==> src/rtl/ppm_frame_ctrl.sv <==
// Frame-level sequencer for the PPM receive path: SOF detect, guard gap, whole-window
// decoder enable, MSB-first symbol-to-byte assembly, per-frame byte count and abort.
module ppm_frame_ctrl #(
    parameter int unsigned SYM_CLKS    = 8,
    parameter int unsigned FRAME_BYTES = 4,
    parameter int unsigned SOF_GAP     = 8
) (
    input  logic       clk16,
    input  logic       rst_n,
    input  logic       en,
    input  logic       Din,
    input  logic [2:0] data_3bits_in,
    input  logic       finish2bits_in,
    output logic       state_out,
    output logic [7:0] byte_out,
    output logic       byte_valid,
    output logic       frame_done,
    output logic       frame_err,
    output logic       busy
);

    localparam int unsigned WW = (SYM_CLKS > 1) ? $clog2(SYM_CLKS) : 1;

    typedef enum logic [1:0] {IDLE, GUARD, RECV, HOLDOFF} state_t;

    state_t          state;
    logic            din_n_r;
    logic [WW-1:0]   wcnt;
    logic [1:0]      sym_cnt;
    logic [7:0]      byte_cnt;
    logic [7:0]      gap;
    logic [7:0]      sh;
    logic            got;
    logic [1:0]      sym;

    logic            sym_ok_c;
    logic            last_win_c;
    logic            present_c;
    logic [1:0]      cur_sym_c;
    logic [7:0]      next_sh_c;

    // A finish landing in the closing cycle of a window still counts for that window.
    assign sym_ok_c   = finish2bits_in && !data_3bits_in[2];
    assign last_win_c = (wcnt == WW'(SYM_CLKS - 1));
    assign present_c  = got || sym_ok_c;
    assign cur_sym_c  = got ? sym : data_3bits_in[1:0];
    assign next_sh_c  = {sh[5:0], cur_sym_c};

    always_ff @(posedge clk16 or negedge rst_n) begin
        if (!rst_n) begin
            state      <= IDLE;
            din_n_r    <= 1'b0;
            wcnt       <= '0;
            sym_cnt    <= '0;
            byte_cnt   <= '0;
            gap        <= '0;
            sh         <= '0;
            got        <= 1'b0;
            sym        <= '0;
            state_out  <= 1'b0;
            byte_out   <= '0;
            byte_valid <= 1'b0;
            frame_done <= 1'b0;
            frame_err  <= 1'b0;
            busy       <= 1'b0;
        end else begin
            din_n_r    <= !Din;
            byte_valid <= 1'b0;
            frame_done <= 1'b0;
            frame_err  <= 1'b0;
            case (state)
                IDLE: begin
                    if (en && din_n_r) begin
                        state <= GUARD;
                        busy  <= 1'b1;
                        gap   <= '0;
                    end
                end
                GUARD: begin
                    if (gap == 8'(SOF_GAP - 1)) begin
                        state     <= RECV;
                        state_out <= 1'b1;
                        gap       <= '0;
                        wcnt      <= '0;
                        got       <= 1'b0;
                        sym_cnt   <= '0;
                        byte_cnt  <= '0;
                        sh        <= '0;
                    end else begin
                        gap <= gap + 8'd1;
                    end
                end
                RECV: begin
                    wcnt <= wcnt + WW'(1);
                    if (!last_win_c) begin
                        if (sym_ok_c && !got) begin
                            got <= 1'b1;
                            sym <= data_3bits_in[1:0];
                        end
                    end else begin
                        got <= 1'b0;
                        if (!present_c) begin
                            // Missing symbol: drop the partial byte and abort.
                            frame_err <= 1'b1;
                            state     <= HOLDOFF;
                            state_out <= 1'b0;
                            gap       <= '0;
                            sh        <= '0;
                            sym_cnt   <= '0;
                        end else begin
                            sh      <= next_sh_c;
                            sym_cnt <= sym_cnt + 2'd1;
                            if (sym_cnt == 2'd3) begin
                                byte_out   <= next_sh_c;
                                byte_valid <= 1'b1;
                                byte_cnt   <= byte_cnt + 8'd1;
                                if (byte_cnt == 8'(FRAME_BYTES - 1)) begin
                                    frame_done <= 1'b1;
                                    state      <= HOLDOFF;
                                    state_out  <= 1'b0;
                                    gap        <= '0;
                                end
                            end
                        end
                    end
                end
                HOLDOFF: begin
                    if (gap == 8'(SOF_GAP - 1)) begin
                        state <= IDLE;
                        busy  <= 1'b0;
                    end else begin
                        gap <= gap + 8'd1;
                    end
                end
                default: state <= IDLE;
            endcase
        end
    end

endmodule
==> config.mk <==
export PLATFORM = sky130hd
export DESIGN_NAME = ppm_frame_ctrl
export DESIGN_NICKNAME = d
export VERILOG_FILES = /design/src/rtl/ppm_frame_ctrl.sv
export SDC_FILE = /design/constraint.sdc
export NUM_CORES = 1
export LEC_CHECK = 0
export CORE_MARGIN = 5
export CORE_UTILIZATION = 60
export CTS_CLUSTER_SIZE = 14
export DETAILED_ROUTE_END_ITERATION = 10
export PLACE_DENSITY = 0.95
export SYNTH_ARGS = -nofsm -noshare
export SYNTH_HDL_FRONTEND = slang
export SYNTH_SLANG_ARGS = --single-unit
export TNS_END_PERCENT = 5
==> constraint.sdc <==
create_clock -name clk16 -period 4.4 [get_ports clk16]
set_input_delay 1.1 -clock clk16 [delete_from_list [all_inputs] [get_ports clk16]]
set_output_delay 1.1 -clock clk16 [all_outputs]
set_load 0.01 [all_outputs]
drive_strength.png
Scale bar: 20 um.
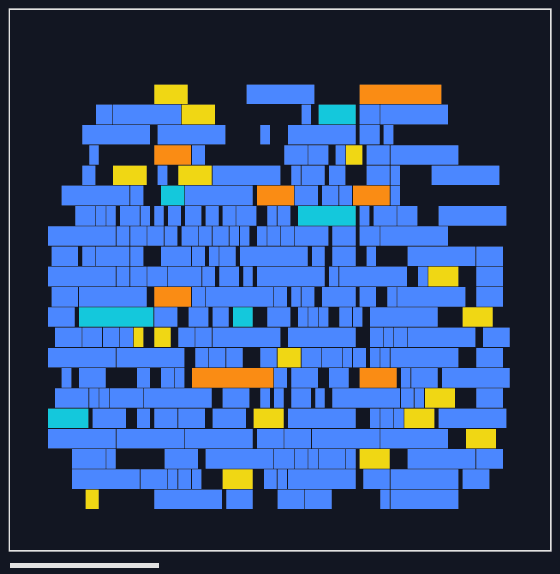
size	colour	cells
drive 3 to 4	cyan	6
drive 2	yellow	17
drive 6 and up	orange	7
drive 1 or less	blue	216

clock_map.png
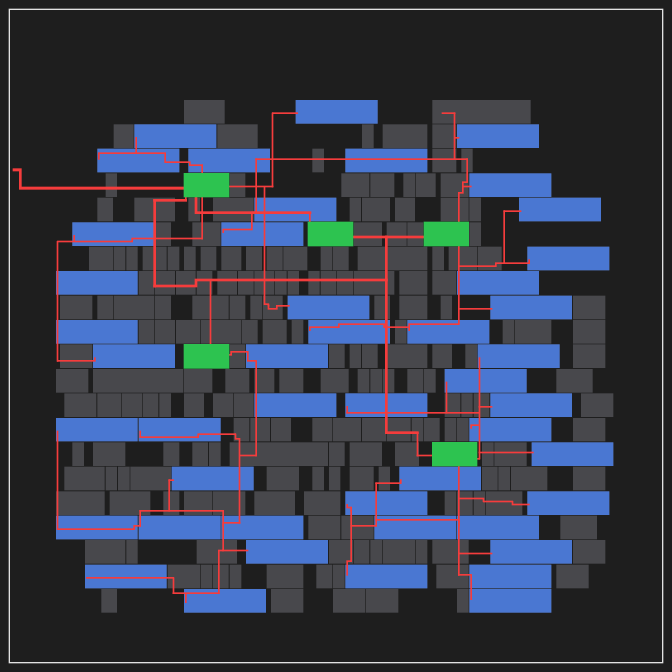
[cells driving clock nets] green | count: 5
[clock wires] red | length: 532 um
[flip-flops] blue | count: 46
flops lie	all over the die

==> flow_summary_export.csv <==
group,metric,value,unit
synth,synth_area,0.00234,mm^2
floorplanning,coreArea,0.00372,mm^2
sta,setup_viol,0,
worst_hold_path,hold_path.class,"reg2reg",
layout,flops,46,
synth,mux_share,0.0619,
global_route,overflow,0,
setup_path,crit_buf_inv,1,
floorplanning,n_tap_cell,48,
sta,fin_crit_sh,0.663,
synth,synth_nets,244,
setup_path,arrival,3.10,ns
sta,clock_skew,0.00451,ns
setup_path,crit-reg2reg-launch,"state[0]",
layout,regArea,0.00115,mm^2
global_route,grt_use_total,0.191,
layout,nNetsFinal,262,
sta,final.min_clock_period,2.92,ns
setup_path,worstPathRequired,4.58,ns
global_route,grt_pass1_vias,1748,
synth,yosys_warnings,0,
layout,drive_above_1_share,0.122,
drt,top_layer_used,"met4",
layout,final_layout_top_logic_cells,"dfrtp_1 (46), nand2_1 (28), clkdlybuf4s50_1 (19)",
floorplanning,die_x,72.5,um
clocking,cts_setup_buffers,0,
synth,adder_share,0.0480,
worst_hold_path,hold_path_depth,1,
clocking,cts_resized,0,
setup_path,path_cells,"clkdlybuf4s50_1, and2b_1, o21ai_2, o21ai_1, or2_1, o31ai_1",
synth,synth.distinct_cells,47,
setup_path,crit_family,"AND-OR/OR-AND gates",
synth,avgSynthCellArea,10.3,um^2
synth,synthArstFlopShare,1.00,
worst_hold_path,worstHoldStart,"wcnt[0]",
clocking,cts_sinks,46,
layout,comb_area_frac,0.412,
layout,clkCellAreaFrac,0.0509,
synth,synth_stat.cells,227,
sta,drv_slew,0,
global_route,antenna_found_initial,0,
setup_path,reg2reg_to,"gap[4]",
job,max_cap_violations,0,
clocking,htreeDepth,2,
sta,fin_tns_setup,0,ns
job,tool_warnings,29,
layout,diodes,0,
setup_path,regToRegSetupSlack,1.55,ns
drt,routedWlPerCell,15.5,um
floorplanning,ios,21,
sta,slew_headroom,0.338,
clocking,holdBufCountCts,0,
sta,layout_setup_ws,1.48,ns
global_route,grt_pass1_wl,7930,um
layout,syn_to_final_growth,15.3,%
synth,area_leaders,"dfrtp_1 (49%), ha_1 (4.8%), nand2_1 (4.5%)",
drt,vias,1773,
global_route,grt_max_degree,47,
drt,vias_per_cell,6.03,
drt,postRouteAntennaNets,0,
synth,top_area_frac,0.491,
synth,ys.flops,46,
clocking,clk_path_buf_depth,2,
worst_hold_path,hold_end,"wcnt[0]",
clocking,numCtsBuffers,5,
setup_path,cp_slowest_cell,"o21ai_1",
sta,hold_violations,0,
drt,met1_length,1970,um
layout,logic_area,0.00111,mm^2
layout,final_common_cell,"dfrtp_1",
global_route,grt_util_met3,0.0332,
floorplanning,placementRows,22,
place,portBuffers,20,
layout,largest_cell_class,"sequential cells",
drt,finalWirelength,4550,um
clocking,cts-root-buf,"clkbuf_8",
synth,top_area_cell,"dfrtp_1",
drt,drtIter0Drc,98,
sta,rsz0062_at_grt,"no",
synth,synth-edff-count,0,
power,leakage,1.16,nW
floorplanning,initial_core_util,0.631,
clocking,clk_pin_slew,0.09,ns
layout,logic_gates,161,
sta,tightest_slew,0.992,ns
synth,synthFlopType,"dfrtp_1",
setup_path,end_kind,"flip-flop",
status,outcome,"completed",
setup_path,max_stage_delay,0.65,ns
setup_path,worstSetupStartpointType,"input port",
global_route,use_met1,0.245,
synth,ys_top_logic_family,"simple AND/OR/NAND/NOR gates",
clocking,clock_latency,0.30,ns
setup_path,criticalPathCategory,"in2reg",
power,peakVddDrop,389,uV
drt,drc_errors,0,
synth,ys_chip_area,0.00234,mm^2
drt,wl_met2,2310,um
synth,aoi_share,0.165,
drt,dr.pass1.iters,4,
layout,inverters,10,
clocking,cts_tree,"built",
layout,seq-cell-share,0.426,
pins.png
Pins as bars across the die edge, other pins in grey.
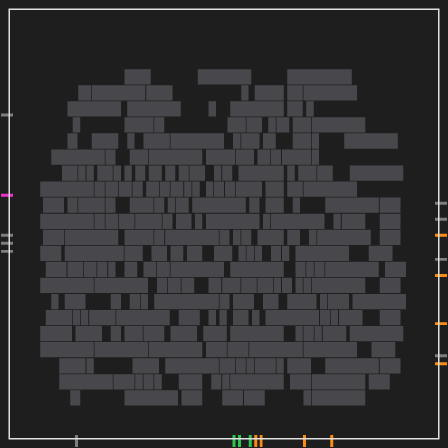
port	colour	pins	direction	edge
state_out	magenta	1	output	left
data_3bits_in	green	3	input	bottom
byte_out	orange	8	output	4 bottom, 4 right
all pins by edge	8 bottom, 8 right, 5 left

cell_classes.png
Scale bar: 20 um.
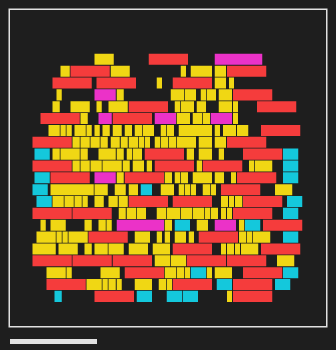
class	colour	cells	share of their area
flip-flops	red	46	44%
all other logic	yellow	171	44%
clock drivers and dummy loads	magenta	8	5.2%
other buffers and delay cells	cyan	21	7.7%

flip-flops by register name (all words and copies together), names as in the netlist:
signal / cells
sym: 2
sh: 6
din_n_r: 1
byte_cnt: 8
state: 2
got: 1
busy: 1
wcnt: 3
gap: 8
byte_out: 8
frame_err: 1
frame_done: 1
sym_cnt: 2
state_out: 1
byte_valid: 1
kinds of logic after synthesis:
family,Yosys count
multiplexers,13
AND-OR/OR-AND,54
buffers and inverters,20
AND/OR/NAND/NOR,79
adder cells (fa/ha/maj),9
flip-flops,46
XOR/XNOR,6
worst max-delay path by stage:
stage                              to  cells past startpoint  slack [ns]              from
after floorplan           byte_out[2]                      5        1.95  data_3bits_in[2]
after global placement         gap[3]                      6        1.33  data_3bits_in[2]
after detailed placement       gap[4]                      6        1.18  data_3bits_in[2]
after CTS                      gap[4]                      6        1.52  data_3bits_in[2]
after global routing           gap[4]                      7        1.35          state[0]
final                          gap[4]                      6        1.48    finish2bits_in
report_power, final:
| part | internal, mW | leakage, nW | switching [mW] |
|---|---|---|---|
| Combinational | 0.187 | 0.483 | 0.292 |
| Clock | 0.228 | 0.0683 | 0.151 |
| Sequential | 0.488 | 0.614 | 0.0573 |
cell usage after synthesis (4+ instances only):
master,instances
dfrtp_1,46
nand2_1,28
o21ai_1,17
nor2_1,14
ha_1,9
inv_1,9
mux2_2,8
nand3_1,8
a211oi_1,6
clkbuf_1,6
xnor2_1,6
nor2b_1,5
o21ai_0,5
a21oi_1,4
mux2i_1,4
o31ai_1,4
o31ai_2,4
metrics by stage:
step	instance area [um^2]	hold WS, ns	power [mW]	cells
6_report	2700	0.486	1.40	294
5_1_grt	2700	0.517	1.48	294
4_1_cts	2700	0.487	1.40	294
3_5_place_dp	2570	0.469	1.03	286
3_3_place_gp	2570	0.465	1.00	286
2_1_floorplan	2340	0.450	0.927	227
Power is estimated from default activity; no workload was simulated.
